File: config.mk
export PLATFORM = sky130hd
export DESIGN_NAME = fir_shiftadd_approx_pipe
export DESIGN_NICKNAME = d
export VERILOG_FILES = /design/src/rtl/fir_pkg.sv /design/src/rtl/sklansky_approx_add.sv /design/src/rtl/fir_shiftadd_approx_pipe.sv
export SDC_FILE = /design/constraint.sdc
export NUM_CORES = 1
export LEC_CHECK = 0
export ABC_CLOCK_PERIOD_IN_PS = 5500
export CELL_PAD_IN_SITES_DETAIL_PLACEMENT = 0
export CELL_PAD_IN_SITES_GLOBAL_PLACEMENT = 1
export CORE_MARGIN = 3
export CORE_UTILIZATION = 54
export CTS_CLUSTER_SIZE = 12
export DETAILED_ROUTE_END_ITERATION = 10
export PLACE_DENSITY = 0.83
export SYNTH_ARGS = -nofsm -noshare
export SYNTH_HDL_FRONTEND = slang
export SYNTH_HIERARCHICAL = 1
export SYNTH_SLANG_ARGS = --single-unit
File: constraint.sdc
create_clock -name clk -period 5.5 [get_ports clk]
set_clock_uncertainty 0.15 [all_clocks]
set_input_delay 1.1 -clock clk [delete_from_list [all_inputs] [get_ports clk]]
set_output_delay 1.1 -clock clk [all_outputs]
set_load 0.01 [all_outputs]
File: src/rtl/fir_pkg.sv
// Shared definitions for the shift-add FIR datapath.
//   SHIFT_W      width of one per-tap shift field in the packed SHIFTS parameter
//   MAX_TAPS     largest supported tap count (sizes the SHIFTS extract helper)
//   tree_levels  number of registered adder-tree levels for a tap count
//   level_count  number of live nodes at a given tree level
//   shift_field  extract the shift amount of tap i from a packed SHIFTS vector
package fir_pkg;
  localparam int SHIFT_W  = 5;
  localparam int MAX_TAPS = 16;

  function automatic int tree_levels(input int taps);
    return (taps <= 1) ? 0 : $clog2(taps);
  endfunction

  // Pairwise reduction: each level halves the node count, rounding up.
  function automatic int level_count(input int taps, input int lvl);
    return (taps + (1 << lvl) - 1) >> lvl;
  endfunction

  function automatic int shift_field(input logic [MAX_TAPS*SHIFT_W-1:0] shifts,
                                     input int i);
    return int'(shifts[i*SHIFT_W +: SHIFT_W]);
  endfunction
endpackage

File: src/rtl/sklansky_approx_add.sv
// Combinational DATA_W-bit adder with a Sklansky parallel-prefix carry network.
// When approx_en is high the lowest APPROX_K bit positions take only the local
// generate of the bit below as their carry (no propagation); above that the
// carry chain is exact. Carry-out of the MSB is dropped (modulo 2^DATA_W).
//   a, b       addends
//   approx_en  1 = truncated low carries, 0 = exact sum
//   sum        result
module sklansky_approx_add #(
  parameter int DATA_W   = 16,
  parameter int APPROX_K = 6
) (
  input  logic [DATA_W-1:0] a,
  input  logic [DATA_W-1:0] b,
  input  logic              approx_en,
  output logic [DATA_W-1:0] sum
);
  localparam int NL = (DATA_W > 1) ? $clog2(DATA_W) : 1;

  logic [DATA_W-1:0] p, g, pk;
  logic [DATA_W-1:0] gv, pv, gn, pn;

  assign p = a ^ b;
  assign g = a & b;

  // Killing propagate below APPROX_K makes every carry into bits 1..APPROX_K
  // collapse to the generate of the bit beneath it, and hands the exact
  // recurrence above APPROX_K that truncated carry as its seed.
  genvar i;
  generate
    for (i = 0; i < DATA_W; i++) begin : g_pk
      if (i < APPROX_K) begin : g_cut
        assign pk[i] = p[i] & ~approx_en;
      end else begin : g_keep
        assign pk[i] = p[i];
      end
    end
  endgenerate

  // Sklansky prefix: at level l every bit with bit l of its index set merges
  // with the top bit of the preceding 2^l-wide block.
  always_comb begin
    gv = g;
    pv = pk;
    gn = g;
    pn = pk;
    for (int l = 0; l < NL; l++) begin
      gn = gv;
      pn = pv;
      for (int k = 0; k < DATA_W; k++) begin
        if (((k >> l) & 1) == 1) begin
          gn[k] = gv[k] | (pv[k] & gv[((k >> l) << l) - 1]);
          pn[k] = pv[k] & pv[((k >> l) << l) - 1];
        end
      end
      gv = gn;
      pv = pn;
    end
    // gv[j] is the group generate over bits j..0, i.e. the carry into bit j+1.
    sum = p ^ (gv << 1);
  end
endmodule

File: src/rtl/fir_shiftadd_approx_pipe.sv
// Multiplierless FIR: y = sum_i (tap_i >> SHIFT_i), summed in a registered
// binary tree of approximate/exact Sklansky adders, mode chosen per sample.
//   clk, rst   clock; synchronous active-high reset
//   in_valid   accept x (and approx_en) this cycle
//   x          input sample
//   approx_en  adder mode for this sample (1 = approximate low carries)
//   out_valid  one-cycle pulse, dataout just updated
//   dataout    filter result, held between pulses
// Latency is tree_levels(TAPS)+1 cycles; one result per cycle back-to-back.
module fir_shiftadd_approx_pipe
  import fir_pkg::*;
#(
  parameter int                       DATA_W   = 16,
  parameter int                       TAPS     = 5,
  parameter logic [TAPS*SHIFT_W-1:0]  SHIFTS   = {5'd1, 5'd2, 5'd3, 5'd4, 5'd5},
  parameter int                       APPROX_K = 6
) (
  input  logic              clk,
  input  logic              rst,
  input  logic              in_valid,
  input  logic [DATA_W-1:0] x,
  input  logic              approx_en,
  output logic              out_valid,
  output logic [DATA_W-1:0] dataout
);
  localparam int L = tree_levels(TAPS);
  localparam logic [MAX_TAPS*SHIFT_W-1:0] SHIFTS_X = (MAX_TAPS*SHIFT_W)'(SHIFTS);

  logic [TAPS-2:0][DATA_W-1:0] d;
  logic [TAPS-1:0][DATA_W-1:0] term;
  logic [TAPS-1:0][DATA_W-1:0] node [0:L];
  logic [L:0]                  vld_pipe;
  logic [L-1:0]                mode_pipe;

  // Terms use the delay line before this cycle's shift.
  genvar t;
  generate
    for (t = 0; t < TAPS; t++) begin : g_term
      localparam int SH = shift_field(SHIFTS_X, t);
      if (t == 0) begin : g_x
        assign term[t] = x >> SH;
      end else begin : g_d
        assign term[t] = d[t-1] >> SH;
      end
    end
  endgenerate

  always_ff @(posedge clk) begin
    if (rst) begin
      d <= '0;
    end else if (in_valid) begin
      d[0] <= x;
      for (int k = 1; k < TAPS-1; k++) d[k] <= d[k-1];
    end
  end

  always_ff @(posedge clk) begin
    if (rst) begin
      node[0] <= '0;
    end else if (in_valid) begin
      node[0] <= term;
    end
  end

  // Valid and mode ride alongside the tree; mode_pipe[l] steers level l+1.
  always_ff @(posedge clk) begin
    if (rst) begin
      vld_pipe  <= '0;
      mode_pipe <= '0;
    end else begin
      vld_pipe <= {vld_pipe[L-1:0], in_valid};
      if (in_valid) mode_pipe[0] <= approx_en;
      for (int k = 1; k < L; k++) mode_pipe[k] <= mode_pipe[k-1];
    end
  end

  genvar l, j;
  generate
    for (l = 1; l <= L; l++) begin : g_lvl
      localparam int NP = level_count(TAPS, l-1);
      for (j = 0; j < TAPS; j++) begin : g_node
        if (2*j+1 < NP) begin : g_add
          logic [DATA_W-1:0] s;
          sklansky_approx_add #(.DATA_W(DATA_W), .APPROX_K(APPROX_K)) u_add (
            .a         (node[l-1][2*j]),
            .b         (node[l-1][2*j+1]),
            .approx_en (mode_pipe[l-1]),
            .sum       (s)
          );
          always_ff @(posedge clk) begin
            if (rst) node[l][j] <= '0;
            else     node[l][j] <= s;
          end
        end else if (2*j < NP) begin : g_pass
          // Odd element out: carried to the next level unchanged.
          always_ff @(posedge clk) begin
            if (rst) node[l][j] <= '0;
            else     node[l][j] <= node[l-1][2*j];
          end
        end else begin : g_idle
          always_ff @(posedge clk) node[l][j] <= '0;
        end
      end
    end
  endgenerate

  always_ff @(posedge clk) begin
    if (rst) begin
      out_valid <= 1'b0;
      dataout   <= '0;
    end else begin
      out_valid <= vld_pipe[L];
      if (vld_pipe[L]) dataout <= node[L][0];
    end
  end
endmodule

==> results_dict.tcl <==
# metrics dict for downstream scripts
set metrics [dict create \
    track_usage_pct 16.8 \
    fp_util_pct 56.0 \
    crit_slowest_cell "buf_4" \
    ir_drop_mv 0.227 \
    clk_pin_slew_worst_paths_ns 0.06 \
    drv_cap 0 \
    worstSkewPairLatency_ns 0.52 \
    top_area_cell "dfxtp_1" \
    yosys-top-cells-count "dfxtp_1 (178), nor2b_1 (100), nor2_1 (88)" \
    rr_startpoint "node[0][38]" \
    worst-path-stages 3 \
    met1_usage_pct 21.6 \
    warnings 27 \
    reg2reg_to "node[1][25]" \
    cts_buffers 26 \
    taps 260 \
    mux_share_pct 6.28 \
    wl_met2_mm 8.48 \
    port_buffers 35 \
    first_iter_violations 244 \
    root_buffer "clkbuf_16" \
    topCellsByArea "dfxtp_1 (33%), edfxtp_1 (18%), ha_1 (7.0%)" \
    status "finished clean" \
    io_pins 37 \
    critPathBufInv 2 \
    met1_length_mm 8.14 \
    nets 1041 \
    globalplace.congestion 0.789 \
    topCombFamilyByArea "simple AND/OR/NAND/NOR gates" \
    post_cts.repair.setup_buffers 0 \
    synth-simple-area-share_pct 18.1 \
    power_frac_comb_pct 11.1 \
    place_area_mm2 0.0112 \
    slowest_delay_ns 0.58 \
    cts_tree "yes" \
    critical_path_class "input pin to flip-flop" \
    fillers 1458 \
    layout.buffer.nonclock.area_share_pct 3.17 \
    area_growth_pct 11.9 \
    cts_hold_buf 0 \
    via_count 6170 \
    cts_max_path_buffers 3 \
    yosysUniqueCellTypes 54 \
    crit_top_cell "buf_4" \
    yosys.stat.seqShare_pct 51.6 \
    yosys.area_share.xor_xnor_pct 4.87 \
    synthAoiAreaFrac_pct 7.90 \
    tns_ns 0 \
    clkbuf_count 44 \
    holdPathEnd "node[2][24]" \
    edf_count 65 \
]
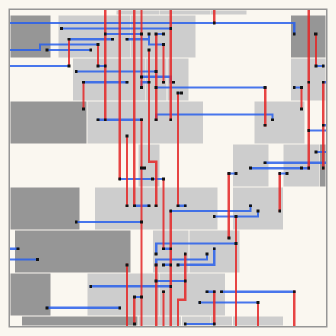
(layout detail)
Window x 100 to 120, y 100 to 120 µm. Cells in grey, sequential cells in the stronger grey; small squares are vias.
- metal 1: blue
- metal 2: red
- cells with their middle in the window: 20
- sequential cells in the window: 3
- netlist names of flops here include: node (2), mode_pipe (1)
- most frequent: nor2b_1 (3), ha_1 (3), dfxtp_1 (3)

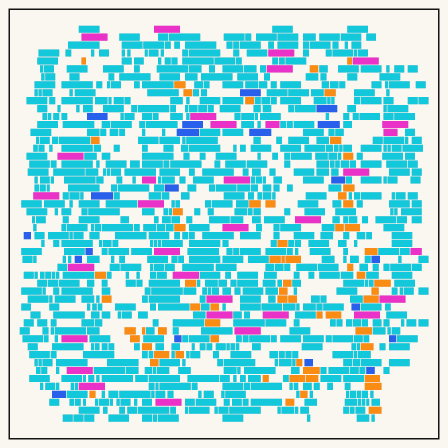
(sizing map)
- _6 and larger: magenta (cells 32; share 3.3%)
- _3 and _4 cells: blue (cells 20; share 2.1%)
- _0 and _1 cells: cyan (cells 860; share 88%)
- _2 cells: orange (cells 63; share 6.5%)

